==> run_1/layer_met1.png <==
Supply wires on this layer in gray.
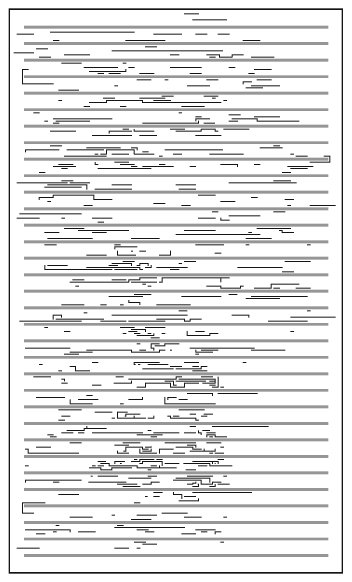
==> run_1/layer_met2.png <==
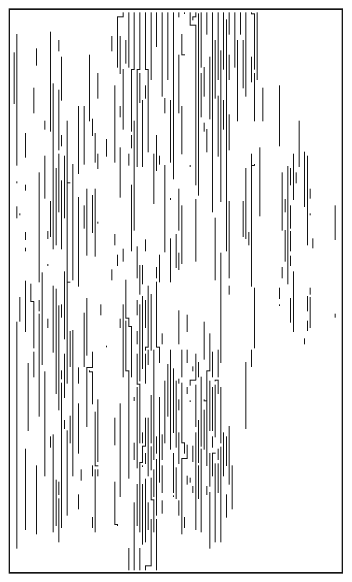
==> run_1/layer_met3.png <==
The bar under the picture is 20 um long. Cells faint in the background.
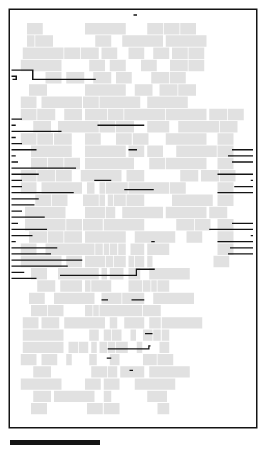
==> run_1/clocks.png <==
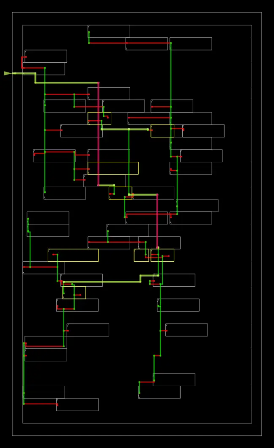
$ cat src/rtl/mem_bus_ctrl.sv
// Memory bus sequencer: latches one CPU request, drives the memory address/data,
// times the ROM/RAM strobes with per-device wait states and returns an ack/err pulse.
module mem_bus_ctrl #(
    parameter int ADDR_W   = 13,
    parameter int DATA_W   = 8,
    parameter int ROM_WAIT = 1,
    parameter int RAM_WAIT = 0
) (
    input  logic              clk,
    input  logic              rst,
    input  logic              req,
    input  logic              we,
    input  logic [ADDR_W-1:0] addr,
    input  logic [DATA_W-1:0] wdata,
    input  logic              rom_sel,
    input  logic              ram_sel,
    input  logic [DATA_W-1:0] mem_rdata,
    output logic [ADDR_W-1:0] mem_addr,
    output logic [DATA_W-1:0] mem_wdata,
    output logic              rom_rd,
    output logic              ram_rd,
    output logic              ram_wr,
    output logic [DATA_W-1:0] rdata,
    output logic              ack,
    output logic              err,
    output logic              busy,
    output logic [1:0]        dbg_state
);

    // Handshake: req is a level sampled only while IDLE (no queueing); ack is a
    // single-cycle completion pulse with err qualifying it; there is no backpressure.
    typedef enum logic [1:0] {
        IDLE   = 2'd0,
        SETUP  = 2'd1,
        ACCESS = 2'd2,
        DONE   = 2'd3
    } state_t;

    localparam logic [3:0] ROM_WAIT_C = 4'(ROM_WAIT);
    localparam logic [3:0] RAM_WAIT_C = 4'(RAM_WAIT);

    state_t     state;
    logic [3:0] cnt;
    logic       we_q;

    assign dbg_state = state;

    always_ff @(posedge clk or negedge rst) begin
        if (!rst) begin
            state     <= IDLE;
            cnt       <= 4'd0;
            we_q      <= 1'b0;
            mem_addr  <= '0;
            mem_wdata <= '0;
            rdata     <= '0;
            rom_rd    <= 1'b0;
            ram_rd    <= 1'b0;
            ram_wr    <= 1'b0;
            ack       <= 1'b0;
            err       <= 1'b0;
            busy      <= 1'b0;
        end else begin
            ack <= 1'b0;
            err <= 1'b0;
            case (state)
                IDLE: begin
                    if (req) begin
                        mem_addr  <= addr;
                        mem_wdata <= wdata;
                        we_q      <= we;
                        busy      <= 1'b1;
                        state     <= SETUP;
                    end
                end
                SETUP: begin
                    // The decoder output reflects mem_addr registered on the previous edge.
                    if (ram_sel && !rom_sel) begin
                        cnt    <= RAM_WAIT_C;
                        ram_wr <= we_q;
                        ram_rd <= !we_q;
                        state  <= ACCESS;
                    end else if (rom_sel && !ram_sel && !we_q) begin
                        cnt    <= ROM_WAIT_C;
                        rom_rd <= 1'b1;
                        state  <= ACCESS;
                    end else begin
                        // Illegal target: skip the strobe phase, flag err with the ack.
                        ack   <= 1'b1;
                        err   <= 1'b1;
                        state <= DONE;
                    end
                end
                ACCESS: begin
                    if (cnt == 4'd0) begin
                        if (!we_q) begin
                            rdata <= mem_rdata;
                        end
                        rom_rd <= 1'b0;
                        ram_rd <= 1'b0;
                        ram_wr <= 1'b0;
                        ack    <= 1'b1;
                        state  <= DONE;
                    end else begin
                        cnt <= cnt - 4'd1;
                    end
                end
                DONE: begin
                    busy  <= 1'b0;
                    state <= IDLE;
                end
                default: state <= IDLE;
            endcase
        end
    end

endmodule

$ cat config.mk
export PLATFORM = sky130hd
export DESIGN_NAME = mem_bus_ctrl
export DESIGN_NICKNAME = d
export VERILOG_FILES = /design/src/rtl/mem_bus_ctrl.sv
export SDC_FILE = /design/constraint.sdc
export NUM_CORES = 1
export LEC_CHECK = 0
export CORE_ASPECT_RATIO = 1.75
export CORE_MARGIN = 2
export CORE_UTILIZATION = 41
export CTS_CLUSTER_DIAMETER = 100
export DETAILED_ROUTE_END_ITERATION = 10
export GPL_ROUTABILITY_DRIVEN = 0
export PLACE_DENSITY = 0.76
export SLEW_MARGIN = 0
export SYNTH_ARGS = -nofsm -noshare
export SYNTH_HDL_FRONTEND = slang
export SYNTH_SLANG_ARGS = --single-unit
$ cat constraint.sdc
create_clock -name clk -period 3 [get_ports clk]
set_clock_uncertainty 0.1 [all_clocks]
set_input_delay 0.75 -clock clk [delete_from_list [all_inputs] [get_ports clk]]
set_output_delay 0.75 -clock clk [all_outputs]
set_load 0.05 [all_outputs]
==> run notes, run 1 <==
fresh numbers from the pnr run: post-detailed-route count of antenna-violating nets 0, Largest regs mem_addr x13, mem_wdata x8, rdata x8, post-DR wirelength/cell 16.1 um, WS Path Type register to primary output, Final Max-Slew Violation Tally 0, Max-Cap Viols 0, Plain + repair buffers 72, Synth Instances 136, Syn Std Cell Area 1840 um2, Post-CTS Resized 0, nets 253, # Cells Yosys 136, Reg-to-Reg End rdata[3], Avg Cell Area, Syn 13.5 um2, clock network area share 5.03%, cycle use final 81.0%, area of placed instances 2600 um2, fin crit period 2430 ps, layout cells sized above 1 22.5%, hold slack 410 ps, post-route worst setup slack 569 ps, yosys stat area 1840 um2, Syn. warnings 0, drt first-iter violations 25, status finished clean, slowest cell on the critical path clkdlybuf4s50_1, row cnt 32, H-tree Lvls 2, clk_buf instances 5, Top cells by area dfrtp_1, mux2_2, ha_1, die area 5060 um2, DP HPWL 3340 um, met3 wire len 295 um, Seq/total area 38.4%, CTS clock-pin slew for the worst setup and hold paths 80 ps, tool warnings 30, Die X 54.6 um, largest net degree at the start of global routing 43, Layout area overhead 49.0%, highest metal used met4, Worst Reg-to-Reg Cells 5, Min-Delay Path Class register to register, Least-Margin Pin Slew 894 ps, WP depth 1, Worst path top cell family by delay buffers and inverters, Synth Seq Share 57.2%, logic share of the area 27.0%, gr busiest metal met2, most flop-heavy register mem_addr, Reg2Reg Launch Point dbg_state[0], crit path to dbg_state[0], cts hold-fix bufs 0, fa+ha+maj area frac 4.08%, Registers, synthesis 42, CTS root buf clkbuf_8, hold path depth 1, Biggest Area Class registers, CTS tree yes, Bufs and invs on worst path 1, Hold Startpoint mem_addr[6], crit path cell chain clkdlybuf4s50_1, DR WL met2 2480 um, Clock Tree Buf Depth 2, synth cell count leaders dfrtp_1, mux2_2, inv_1, ha_1, o21ai_0, Flops 42, GRT Util Overall 19.2%, DR pass1 iterations 4, I/O Buffers 71, WHS Endpoint mem_addr[6], Dominant combinational family multiplexers, mux share of post-synthesis cell area 19.7%, max_slew headroom 40.4%, Data arrival, critical path 1580 ps, distinct cell type count after synthesis 33, number of enable flip-flop cells 0, M1 WL 1390 um, Peak Freq 411 MHz, post-CTS setup buffer count 0, initial antenna violation count 0, Max stage delay on crit path 850 ps, vias in the first global route 1536, R2R Setup Slk 930 ps, CP endpoint kind primary output, met3 track demand over resource 6.77%, placed cells 256, RSZ-0062 raised after global routing false, Max Fanout on Critical Path 6, Init Core Util 42.1%, Req. time, crit path 2150 ps, antenna cells 0, Hold Violations, Final 0, NonClk Buf Share 26.0%, post-route cell area 2740 um2, Setup WS pre-CTS 563 ps, Comb gate area 739 um2, Mapped Nets 177, crit path from dbg_state[0], Dominant flop cell dfrtp_1, setup tns final 0 ps, Register Area 1050 um2, I/O pins 72, core area 4360 um2, multi-input gates 82, Yosys top cell by area dfrtp_1, inverter count 9, Post-Synth XOR/XNOR Area 0%, most used logic cell in the final layout clkdlybuf4s50_1, Overflow after GRT 0, startpoint types register, vias per cell 5.22, AO/OA Area Share 9.53%, max reg flops 13
## Picture notes: layer_met1.png
- share of all routed wire: 33%
- main direction: horizontal
Vias: 1379
met1 Track Usage GR: 17.8%
final wirelength: 4260 um

## Picture notes: layer_met2.png
- wire length on this layer: 2480 um
- share of all routed wire: 58%
met2 GRT Util: 35.2%

## Picture notes: layer_met3.png
- main direction: horizontal
- nets with wire on the layer: 48
- share of all routed wire: 7.0%
- wire length on this layer: 296 um
- longest straight run: 16.8 um

## Picture notes: clocks.png
Clk Latency, worst-skew pair: 290 ps
cts bufs inserted: 5
CTS sink count: 42

==> run 2: changes to the inputs <==
--- a/config.mk
+++ b/config.mk
@@ -7,7 +7,7 @@
 export LEC_CHECK = 0
 export CORE_ASPECT_RATIO = 1.75
 export CORE_MARGIN = 2
-export CORE_UTILIZATION = 41
+export CORE_UTILIZATION = 39
 export CTS_CLUSTER_DIAMETER = 100
 export DETAILED_ROUTE_END_ITERATION = 10
 export GPL_ROUTABILITY_DRIVEN = 0
==> constraint.sdc (replaced) <==
create_clock -name clk -period 2.2 [get_ports clk]
set_clock_uncertainty 0.1 [all_clocks]
set_input_delay 0.55 -clock clk [delete_from_list [all_inputs] [get_ports clk]]
set_output_delay 0.55 -clock clk [all_outputs]
set_load 0.05 [all_outputs]
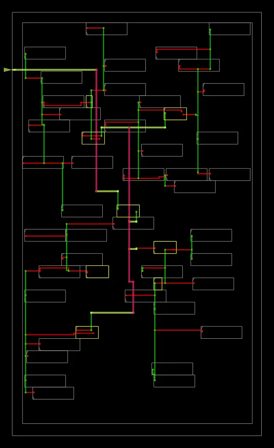
(run_2/clocks.png)
Flops: 42
clk_buf instances: 7

==> run notes, run 2 <==
fresh numbers from the pnr run: status finished clean, max_slew headroom 64.7% (+24 points), Bufs and invs on worst path 1 (unchanged), M1 WL 1500 um (+7.5%), I/O pins 72 (unchanged), most used logic cell in the final layout clkdlybuf4s50_1, met3 wire len 206 um (-30%), clock network area share 3.38% (-1.6 points), multi-input gates 82 (unchanged), NonClk Buf Share 26.7% (+0.71 points), Post-CTS Resized 0 (unchanged), GRT Util Overall 15.2% (-4.0 points), Synth Instances 136 (unchanged), setup tns final 0 ps (unchanged), crit path to rdata[2], drt first-iter violations 21 (-16%), fa+ha+maj area frac 4.08% (unchanged), Die X 55.9 um (+2.3%), RSZ-0062 raised after global routing false, yosys stat area 1840 um2 (unchanged), most flop-heavy register mem_addr, Syn Std Cell Area 1840 um2 (unchanged), Peak Freq 474 MHz, gr busiest metal met2, WP depth 1 (unchanged), highest metal used met4, startpoint types register, Syn. warnings 0 (unchanged), CTS root buf clkbuf_8, tool warnings 30 (unchanged), met3 track demand over resource 3.70% (-3.1 points), met1 Track Usage GR 17.5% (-0.22 points), Dominant flop cell dfrtp_1, DP HPWL 2870 um (-14%), AO/OA Area Share 9.53% (unchanged), Registers, synthesis 42 (unchanged), row cnt 33 (+3.1%), Final Max-Slew Violation Tally 0 (unchanged), Dominant combinational family multiplexers, antenna cells 0 (unchanged), Max Fanout on Critical Path 2 (-4), DR WL met2 2100 um (-15%), crit path cell chain clkdlybuf4s50_1, cts hold-fix bufs 0 (unchanged), fin crit period 2110 ps, post-CTS setup buffer count 0 (unchanged), initial antenna violation count 0 (unchanged), Max-Cap Viols 0 (unchanged), CTS tree yes, Clk Latency, worst-skew pair 290 ps (about the same), post-detailed-route count of antenna-violating nets 0 (unchanged), Synth Seq Share 57.2% (unchanged), Data arrival, critical path 1460 ps (-120 ps), nets 258 (+2.0%), Init Core Util 39.7% (-2.4 points), DR pass1 iterations 4 (unchanged), WS Path Type register to primary output, I/O Buffers 71 (unchanged), die area 5300 um2 (+4.8%), Post-Synth XOR/XNOR Area 0% (unchanged), mux share of post-synthesis cell area 19.7% (unchanged)
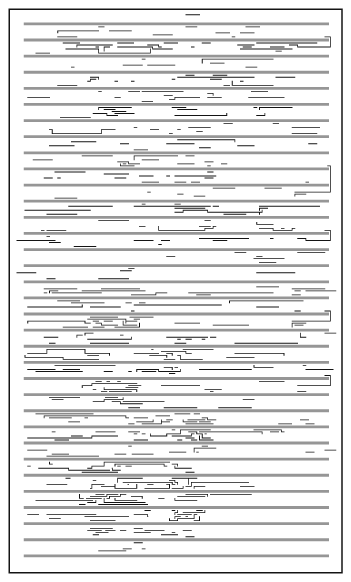
(run_2/layer_met1.png)
Supply wires on this layer in gray.
- longest straight run: 14.7 um
- nets with wire on the layer: 213
- wire length on this layer: 1500 um
- main direction: horizontal
- share of all routed wire: 39%

==> run 3: changes to the inputs <==
--- a/config.mk
+++ b/config.mk
@@ -5,12 +5,10 @@
 export SDC_FILE = /design/constraint.sdc
 export NUM_CORES = 1
 export LEC_CHECK = 0
-export CORE_ASPECT_RATIO = 1.75
 export CORE_MARGIN = 2
 export CORE_UTILIZATION = 39
 export CTS_CLUSTER_DIAMETER = 100
 export DETAILED_ROUTE_END_ITERATION = 10
-export GPL_ROUTABILITY_DRIVEN = 0
 export PLACE_DENSITY = 0.76
 export SLEW_MARGIN = 0
 export SYNTH_ARGS = -nofsm -noshare
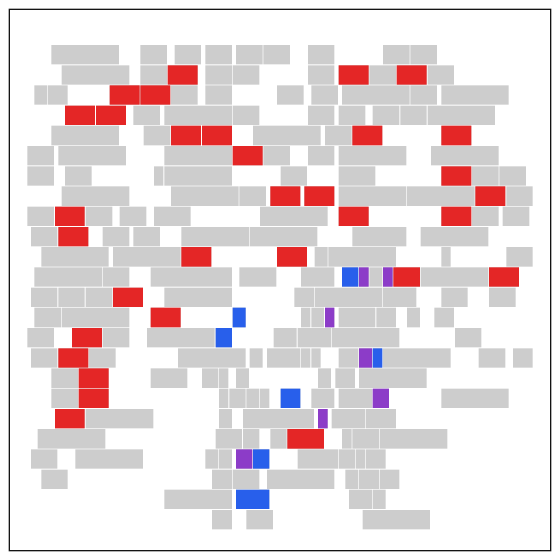
(run_3/logic_types.png)
- nor cells: blue (cells 7; most used nor2b_1)
- mux cells: red (cells 32; most used mux2_2)
- nand cells: purple (cells 7; most used nand2_1)

==> run notes, run 3 <==
fresh numbers from the pnr run: post-CTS setup buffer count 0 (unchanged), multi-input gates 82 (unchanged), Synth Seq Share 57.2% (unchanged), DP HPWL 3100 um (+8.0%), NonClk Buf Share 26.8% (about the same), fa+ha+maj area frac 4.08% (unchanged), Dominant flop cell dfrtp_1, most used logic cell in the final layout clkdlybuf4s50_1, Bufs and invs on worst path 1 (unchanged), row cnt 24 (-27%), cts hold-fix bufs 0 (unchanged), most flop-heavy register mem_addr, Peak Freq 472 MHz (-0.52%), clk_buf instances 6 (-1), vias in the first global route 1458, Init Core Util 41.4% (+1.6 points), Clk Latency, worst-skew pair 280 ps (about the same), startpoint types register, status finished clean, tool warnings 30 (unchanged), die area 5280 um2 (-0.41%), met3 track demand over resource 5.52% (+1.8 points), mux share of post-synthesis cell area 19.7% (unchanged), M1 WL 1590 um (+6.1%), antenna cells 0 (unchanged), crit path to rdata[7], Syn. warnings 0 (unchanged), RSZ-0062 raised after global routing false, crit path cell chain clkdlybuf4s50_1, CTS sink count 42, Max Fanout on Critical Path 2 (unchanged), Post-CTS Resized 0 (unchanged), yosys stat area 1840 um2 (unchanged), I/O Buffers 71 (unchanged), nets 255 (-1.2%), Die X 72.7 um (+30%), WP depth 1 (unchanged), Final Max-Slew Violation Tally 0 (unchanged), WS Path Type register to primary output, Dominant combinational family multiplexers, CTS root buf clkbuf_8, Synth Instances 136 (unchanged), Registers, synthesis 42 (unchanged), highest metal used met4, I/O pins 72 (unchanged), met3 wire len 289 um (+40%), post-detailed-route count of antenna-violating nets 0 (unchanged), distinct cell type count after synthesis 33, drt first-iter violations 88 (+320%), GRT Util Overall 16.3% (+1.1 points), Layout Cells excl Fill 267, DR WL met2 2190 um (+4.5%), DR pass1 iterations 4 (unchanged), Vias 1379, fin crit period 2120 ps (+11.0 ps), Max-Cap Viols 0 (unchanged), Syn Std Cell Area 1840 um2 (unchanged), Data arrival, critical path 1470 ps (about the same), gr busiest metal met2, CTS tree yes
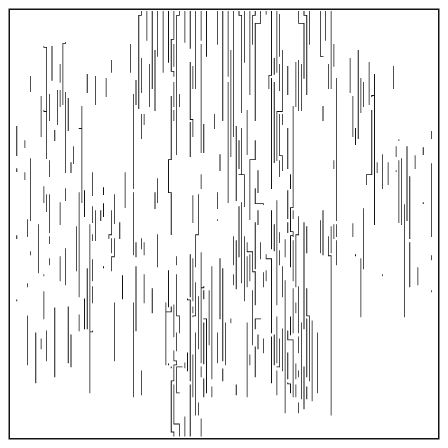
(run_3/layer_met2.png)
met2 GRT Util: 28.1%
final wirelength: 4100 um

